--- src/rtl/sorter.sv ---
// Weight sorter: classifies the item on the scale into one of six weight
// groups and counts each item once, when it leaves the scale.
module sorter (
    input  logic [11:0] in,
    input  logic        clk,
    input  logic        reset,
    output logic [7:0]  grp1,
    output logic [7:0]  grp2,
    output logic [7:0]  grp3,
    output logic [7:0]  grp4,
    output logic [7:0]  grp5,
    output logic [7:0]  grp6,
    output logic [2:0]  currgrp
);

    localparam int unsigned WEIGHT_W   = 12;
    localparam int unsigned COUNT_W    = 8;
    localparam int unsigned GROUP_W    = 3;
    localparam int unsigned NUM_GROUPS = 6;

    // Inclusive upper bounds of groups 1..5; anything above is group 6.
    localparam logic [WEIGHT_W-1:0] MAX_G1 = WEIGHT_W'(250);
    localparam logic [WEIGHT_W-1:0] MAX_G2 = WEIGHT_W'(500);
    localparam logic [WEIGHT_W-1:0] MAX_G3 = WEIGHT_W'(750);
    localparam logic [WEIGHT_W-1:0] MAX_G4 = WEIGHT_W'(1500);
    localparam logic [WEIGHT_W-1:0] MAX_G5 = WEIGHT_W'(2000);

    localparam logic [COUNT_W-1:0] COUNT_MAX = {COUNT_W{1'b1}};

    logic [GROUP_W-1:0]                   cls_c;
    logic                                 leave_c;
    logic [NUM_GROUPS-1:0][COUNT_W-1:0]   count;

    // Weight classification of the current scale reading.
    always_comb begin
        cls_c = GROUP_W'(0);
        if (in == WEIGHT_W'(0)) begin
            cls_c = GROUP_W'(0);
        end else if (in <= MAX_G1) begin
            cls_c = GROUP_W'(1);
        end else if (in <= MAX_G2) begin
            cls_c = GROUP_W'(2);
        end else if (in <= MAX_G3) begin
            cls_c = GROUP_W'(3);
        end else if (in <= MAX_G4) begin
            cls_c = GROUP_W'(4);
        end else if (in <= MAX_G5) begin
            cls_c = GROUP_W'(5);
        end else begin
            cls_c = GROUP_W'(6);
        end
    end

    // The current item leaves when the class moves away from a nonzero group;
    // changes within the same class are the same item settling.
    always_comb begin
        leave_c = (currgrp != GROUP_W'(0)) && (cls_c != currgrp);
    end

    // Group of the item currently on the scale.
    always_ff @(posedge clk or negedge reset) begin
        if (!reset) begin
            currgrp <= GROUP_W'(0);
        end else begin
            currgrp <= cls_c;
        end
    end

    // Saturating per-group counters; only the departing group advances.
    always_ff @(posedge clk or negedge reset) begin
        if (!reset) begin
            count <= '0;
        end else if (leave_c) begin
            for (int unsigned g = 0; g < NUM_GROUPS; g++) begin
                if ((currgrp == GROUP_W'(g + 1)) && (count[g] != COUNT_MAX)) begin
                    count[g] <= count[g] + COUNT_W'(1);
                end
            end
        end
    end

    assign grp1 = count[0];
    assign grp2 = count[1];
    assign grp3 = count[2];
    assign grp4 = count[3];
    assign grp5 = count[4];
    assign grp6 = count[5];

endmodule

--- config.mk ---
export PLATFORM = sky130hd
export DESIGN_NAME = sorter
export DESIGN_NICKNAME = d
export VERILOG_FILES = /design/src/rtl/sorter.sv
export SDC_FILE = /design/constraint.sdc
export NUM_CORES = 1
export LEC_CHECK = 0
export ABC_AREA = 1
export CORE_MARGIN = 4
export CORE_UTILIZATION = 52
export DETAILED_ROUTE_END_ITERATION = 16
export PLACE_DENSITY = 0.81
export SYNTH_ARGS = -nofsm -noshare
export SYNTH_HDL_FRONTEND = slang
export SYNTH_SLANG_ARGS = --single-unit
--- constraint.sdc ---
create_clock -name clk -period 2.32 [get_ports clk]
set_input_delay 0.348 -clock clk [delete_from_list [all_inputs] [get_ports clk]]
set_output_delay 0.348 -clock clk [all_outputs]
set_load 0.02 [all_outputs]
==> run_1/placed.png <==
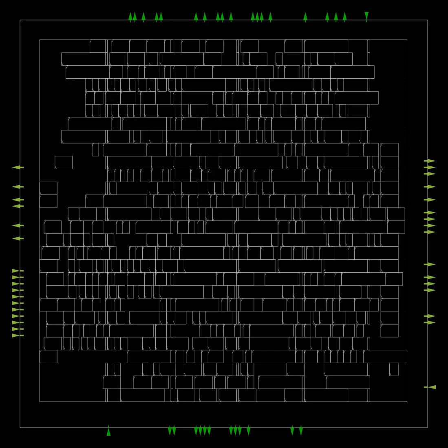
tap cells: 75
fill count: 470
Final Core Density: 69.7%
final cell count without fillers: 549
Rows: 28

==> run_1/sizing.png <==
Drawn at 4 px/um.
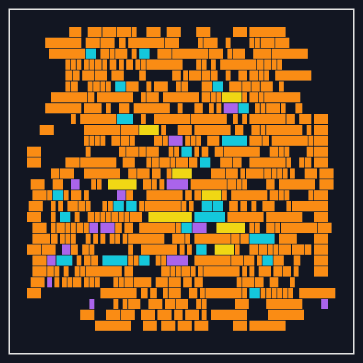
size	color	cells	share
x3 and x4	cyan	24	5.1%
x2	purple	14	3.0%
x1 and smaller	orange	428	90%
x6 and larger	yellow	8	1.7%
final instance area: 0.00410 mm2
Area Growth Syn to Fin: 30.5%
Non-clock buffers: 84
Worst Setup Slack, final: 0.176 ns

==> run_1/class_map.png <==
Drawn at 6 px/um.
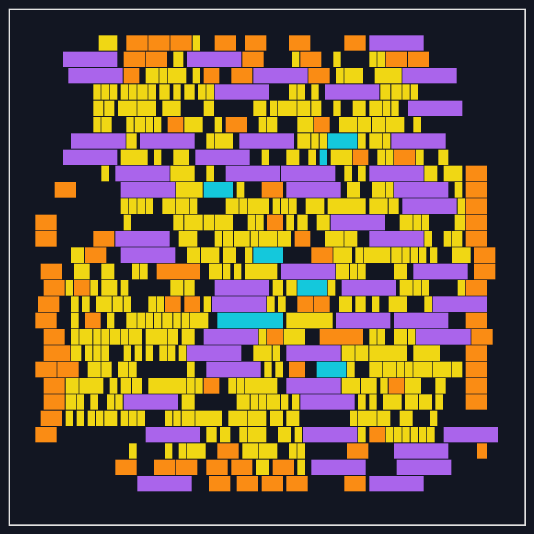
class	color	cells	share of their area
clock drivers and dummy loads	cyan	7	2.6%
remaining buffers and delay cells	orange	84	20%
remaining logic cells	yellow	332	45%
registers	purple	51	32%
flop share of the area: 31.1%
Core Area: 0.00589 mm2

==> results.txt, run 1 <==
outcome: completed
CP Cell Sequence: clkdlybuf4s50_1 > nand2_2 > nor2_4 > nand2_1 > o21ai_1 > nand2_1 > nand2_1 > nand2_1 > nor2_2 > nand3_2 > buf_12 > buf_4 > nand4_1 > nand2_1
fp util: 53.4%
first-pass GRT wire length: 12800 um
IO buf count: 64
Total GRT Usage: 21.0%
# IOs: 65
clk sink count: 51
CP Launch Type: input pin
largest net degree at the start of global routing: 31
layout cells sized above 1: 9.70%
mapped cell area: 0.00314 mm2
Die W: 85.7 um
CTS Buffer Depth: 2
Overall Power: 3.10 mW
Most used DFF post-synth: dfrtp_1
CP peak stage delay: 0.49 ns
most frequent cells after synthesis: nand2_1 (136), dfrtp_1 (51), nand4_1 (44)
Period minus WS final: 2.14 ns
Largest logic family: simple AND/OR/NAND/NOR gates
vias per std cell: 5.41
ant diodes: 0
worst reg2reg path depth: 7
relative slew slack: 40.8%
post-route setup TNS: 0 ns
area fraction in compound gates: 2.99%
crit-path most repeated cell: nand2_1
DRT Pass-1 Iters: 4
Area leader share: 40.6%
most frequent logic cell in the layout: nand2_1
grt total ovfl: 0
Detail Route Antenna Nets: 0
Highest Clock Rate: 0.466 GHz
Buf+Inv Stages, Crit Path: 3
r2r startpoint: grp5[0]$_DFFE_PN0P_
Tcrit/Tclk final: 92.4%
DP Cell Count: 542
Sw Ratio: 37.4%
NetSw: 1.16 mW
crit path DRT: 2.50 ns
Clock Latency Late Sink: 0.29 ns
peak supply drop: 511 uV
# Cells Yosys: 395
floorplan net count: 415
yosys warns: 0
main area contributors: dfrtp_1 (41%), nand2_1 (16%), nand4_1 (8.8%)
Synth area leader: dfrtp_1
final setup fails: 0
post-DR wirelength/cell: 13.3 um
pwr dens: 755 mW/mm2
Flop pwr share: 41.7%
actual slew at the worst max-slew pin: 0.884 ns
gpl congestion: 0.934
sequential power: 1.29 mW
Die ar.: 0.00735 mm2
Post-synth regs: 51
Async S/R FF share, synth: 100%
DRC: 0
Die Y: 85.7 um
combinational power: 1.21 mW
xor+xnor area frac: 9.47%
RSZ-0062 raised after global routing: false
most frequent cells in the layout: nand2_1 (136), clkdlybuf4s50_1 (62), dfrtp_1 (51)
Mean Syn Cell Area: 7.96 um2
CTS clk-pin slew, worst paths: 0.09 ns
# hold bufs at CTS: 0
reg2reg setup slack: 0.28 ns
critical path capture point type: register
Hold Vio Cnt, Final: 0
yosys stat area: 0.00314 mm2
vias in the first global route: 2875
number of enable flip-flop cells: 0
post-place setup slack: -0.151 ns
cell internal pwr: 1.94 mW
CP max-delay cell: clkdlybuf4s50_1
Clock Root Buffer: clkbuf_8
dpl hpwl: 5570 um
Clk pwr share: 19.1%
Placed Area: 0.00397 mm2
H-Tree Depth: 2
Max-Cap Viols: 0
vias: 2970
combinational power share: 39.2%
Starting DRT DRC Count: 149
Max Clock Skew: 0.00511 ns
crit path to: grp5[4]$_DFFE_PN0P_
max-slew violation count: 0
Leak Pwr: 1.96 nW
critical path's top delay family: simple AND/OR/NAND/NOR gates
register share after synthesis: 40.6%
Post-CTS Setup Inserts: 0
Biggest consumer: sequential cells
P_clk: 0.591 mW
## run 1: flip-flops by register name, indices dropped and copies added (netlist names)
signal	count
currgrp	3
grp1	8
grp2	8
grp3	8
grp4	8
grp5	8
grp6	8
## run 1: cell type report
class                      count  area, um2
clock buffer                   6       72.6
inverter                      26       97.6
fill                         470       1790
multi-input combinational    306       1720
sequential                    51       1280
clock inverter                 1       30.0
timing repair buffer          84        813
tap                           75       93.8
## run 1: per-layer routing
metal	GRT usage (%)	part of all wire, %	vias to the layer above
met1	28.3	46	1421
met4	6.19	0.96	0
li1	-	-	1489
met2	35.2	49	53
met3	3.07	3.5	7
met5	0	0	-
==> run 1 -> run 2 <==
--- a/config.mk
+++ b/config.mk
@@ -6,6 +6,7 @@
 export NUM_CORES = 1
 export LEC_CHECK = 0
 export ABC_AREA = 1
+export ABC_CLOCK_PERIOD_IN_PS = 2320
 export CORE_MARGIN = 4
 export CORE_UTILIZATION = 52
 export DETAILED_ROUTE_END_ITERATION = 16
==> run_2/placed.png <==
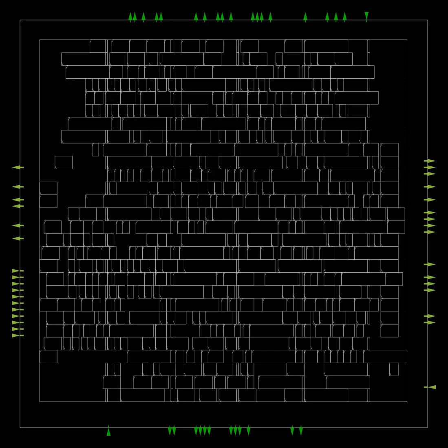
Seq Cell Count: 51

==> run 2 against run 1 <==
Effect of this change: sequential power is essentially flat; maximum frequency unchanged; clock skew did not move; non-clock buffer count is the same; sequential cell count unchanged; largest cell class unchanged; highest routed layer unchanged; combinational power about the same; power stayed put.
==> results.txt, run 2 <==
post-place setup slack: -0.151 ns (unchanged)
Highest Clock Rate: 0.466 GHz (unchanged)
layout cells sized above 1: 9.70% (unchanged)
Sw Ratio: 37.4% (unchanged)
yosys warns: 0 (unchanged)
main area contributors: dfrtp_1 (41%), nand2_1 (16%), nand4_1 (8.8%)
crit path to: grp5[4]$_DFFE_PN0P_
crit path max fanout: 25
CP max-delay cell: clkdlybuf4s50_1
count leader, synth: nand2_1
Die ar.: 0.00735 mm2 (unchanged)
cell internal pwr: 1.94 mW (unchanged)
crit-path most repeated cell: nand2_1
final instance area: 0.00410 mm2 (unchanged)
combinational power share: 39.2% (about the same)
yosys stat area: 0.00314 mm2 (unchanged)
reg2reg setup slack: 0.28 ns (about the same)
Die W: 85.7 um (unchanged)
IO buf count: 64 (unchanged)
gpl congestion: 0.934 (unchanged)
Hold Path Class: input pin to async pin
Overall Power: 3.10 mW (unchanged)
vias: 2970 (unchanged)
r2r startpoint: grp5[0]$_DFFE_PN0P_
mapped cell area: 0.00314 mm2 (unchanged)
peak supply drop: 511 uV (unchanged)
tool warnings: 26
area fraction in compound gates: 2.99% (unchanged)
Seq. cell area: 0.00128 mm2 (unchanged)
Worst Setup Slack, final: 0.176 ns (unchanged)
relative slew slack: 40.8% (unchanged)
Total GRT Usage: 21.0% (unchanged)
largest net degree at the start of global routing: 31 (unchanged)
number of enable flip-flop cells: 0 (unchanged)
H-Tree Depth: 2 (unchanged)
DP Cell Count: 542 (unchanged)
grt total ovfl: 0 (unchanged)
clk sink count: 51 (unchanged)
floorplan net count: 415 (unchanged)
Leak Pwr: 1.96 nW (unchanged)
Core Area: 0.00589 mm2 (unchanged)
xor+xnor area frac: 9.47% (unchanged)
Period minus WS final: 2.14 ns (unchanged)
Mean Syn Cell Area: 7.96 um2 (unchanged)
Starting DRT DRC Count: 149 (unchanged)
Clock Latency Late Sink: 0.29 ns (about the same)
drt total wl: 7320 um
Post-synth regs: 51 (unchanged)
# IOs: 65 (unchanged)
final setup fails: 0 (unchanged)
Area Growth Syn to Fin: 30.5% (unchanged)
Max Clock Skew: 0.00511 ns (unchanged)
most frequent logic cell in the layout: nand2_1
Hold Vio Cnt, Final: 0 (unchanged)
first-pass GRT wire length: 12800 um (unchanged)
Largest logic family: simple AND/OR/NAND/NOR gates
outcome: completed
pwr dens: 755 mW/mm2 (unchanged)
Die Y: 85.7 um (unchanged)
Worst path depth: 14
Final Core Density: 69.7% (unchanged)
most frequent cells after synthesis: nand2_1 (136), dfrtp_1 (51), nand4_1 (44)
final cell count without fillers: 549 (unchanged)
NetSw: 1.16 mW (unchanged)
vias per std cell: 5.41 (unchanged)
# hold bufs at CTS: 0 (unchanged)
critical path's top delay family: simple AND/OR/NAND/NOR gates
post-DR wirelength/cell: 13.3 um (unchanged)
Num CTS Buffers: 5
Flop pwr share: 41.7% (about the same)
Synth area leader: dfrtp_1
CP Cell Sequence: clkdlybuf4s50_1 > nand2_2 > nor2_4 > nand2_1 > o21ai_1 > nand2_1 > nand2_1 > nand2_1 > nor2_2 > nand3_2 > buf_12 > buf_4 > nand4_1 > nand2_1
max-slew violation count: 0 (unchanged)
critical path capture point type: register
ant diodes: 0 (unchanged)
Buf+Inv Stages, Crit Path: 3 (unchanged)
CP peak stage delay: 0.49 ns (about the same)
post-route setup TNS: 0 ns (unchanged)
Tcrit/Tclk final: 92.4% (unchanged)
Most used DFF post-synth: dfrtp_1
DRT Pass-1 Iters: 4 (unchanged)
fill count: 470 (unchanged)
worst reg2reg path depth: 7 (unchanged)
logic area: 0.00172 mm2 (unchanged)
Detail Route Antenna Nets: 0 (unchanged)
most frequent cells in the layout: nand2_1 (136), clkdlybuf4s50_1 (62), dfrtp_1 (51)
vias in the first global route: 2875 (unchanged)
CTS Buffer Depth: 2 (unchanged)
CP Launch Type: input pin
fp util: 53.4% (unchanged)
Max-Cap Viols: 0 (unchanged)
Unique masters post-synth: 34
Placed Area: 0.00397 mm2 (unchanged)
Area leader share: 40.6% (unchanged)
DRC: 0 (unchanged)
actual slew at the worst max-slew pin: 0.884 ns (unchanged)
CTS clk-pin slew, worst paths: 0.09 ns (about the same)
Setup CP Type: input pin to register
dpl hpwl: 5570 um (unchanged)
register share after synthesis: 40.6% (unchanged)
crit path DRT: 2.50 ns (about the same)
Clock Root Buffer: clkbuf_8
# Cells Yosys: 395 (unchanged)
Rows: 28 (unchanged)
Async S/R FF share, synth: 100% (unchanged)
Post-CTS Setup Inserts: 0 (unchanged)
RSZ-0062 raised after global routing: false
Clk pwr share: 19.1% (about the same)
==> run_2/m3.png <==
Drawn at 3 px/um. Cells faint in the background.
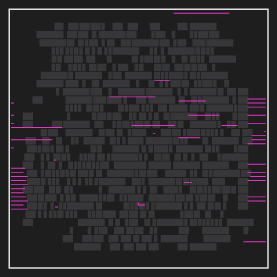
main direction	horizontal
nets with wire on the layer	41
share of all routed wire	3.5%
longest straight run	18.2 um

run 2: cell counts in the layout (fill, tap and decap cells not counted):
No cell type changed its count.
run 2: layout make-up:
cell class	count	share of cell area, %
multi-input cells	306	41.9
flip-flops and latches	51	31.1
repair buffers	84	19.8
inverters	26	2.38
well taps	75	2.29
clock buffers	6	1.77
clock inverters	1	0.732
run 2: power by group through the flow:
stage	Sequential (mW)	Combinational (mW)	Clock (mW)
6_report	1.29	1.21	0.591
5_1_grt	1.33	1.32	0.640
4_1_cts	1.29	1.22	0.600
3_5_place_dp	1.31	1.21	0
3_3_place_gp	1.29	1.17	0
2_1_floorplan	1.46	0.484	0
run 2: routing by layer:
metal  GRT usage (%)  share of wire (%)  wire length, um
met2            35.2                 49             3620
met4            6.19               0.96               70
met1            28.3                 46             3380
met3            3.07                3.5              257
met5               0                  0                0
Power and IR drop assume default switching activity.
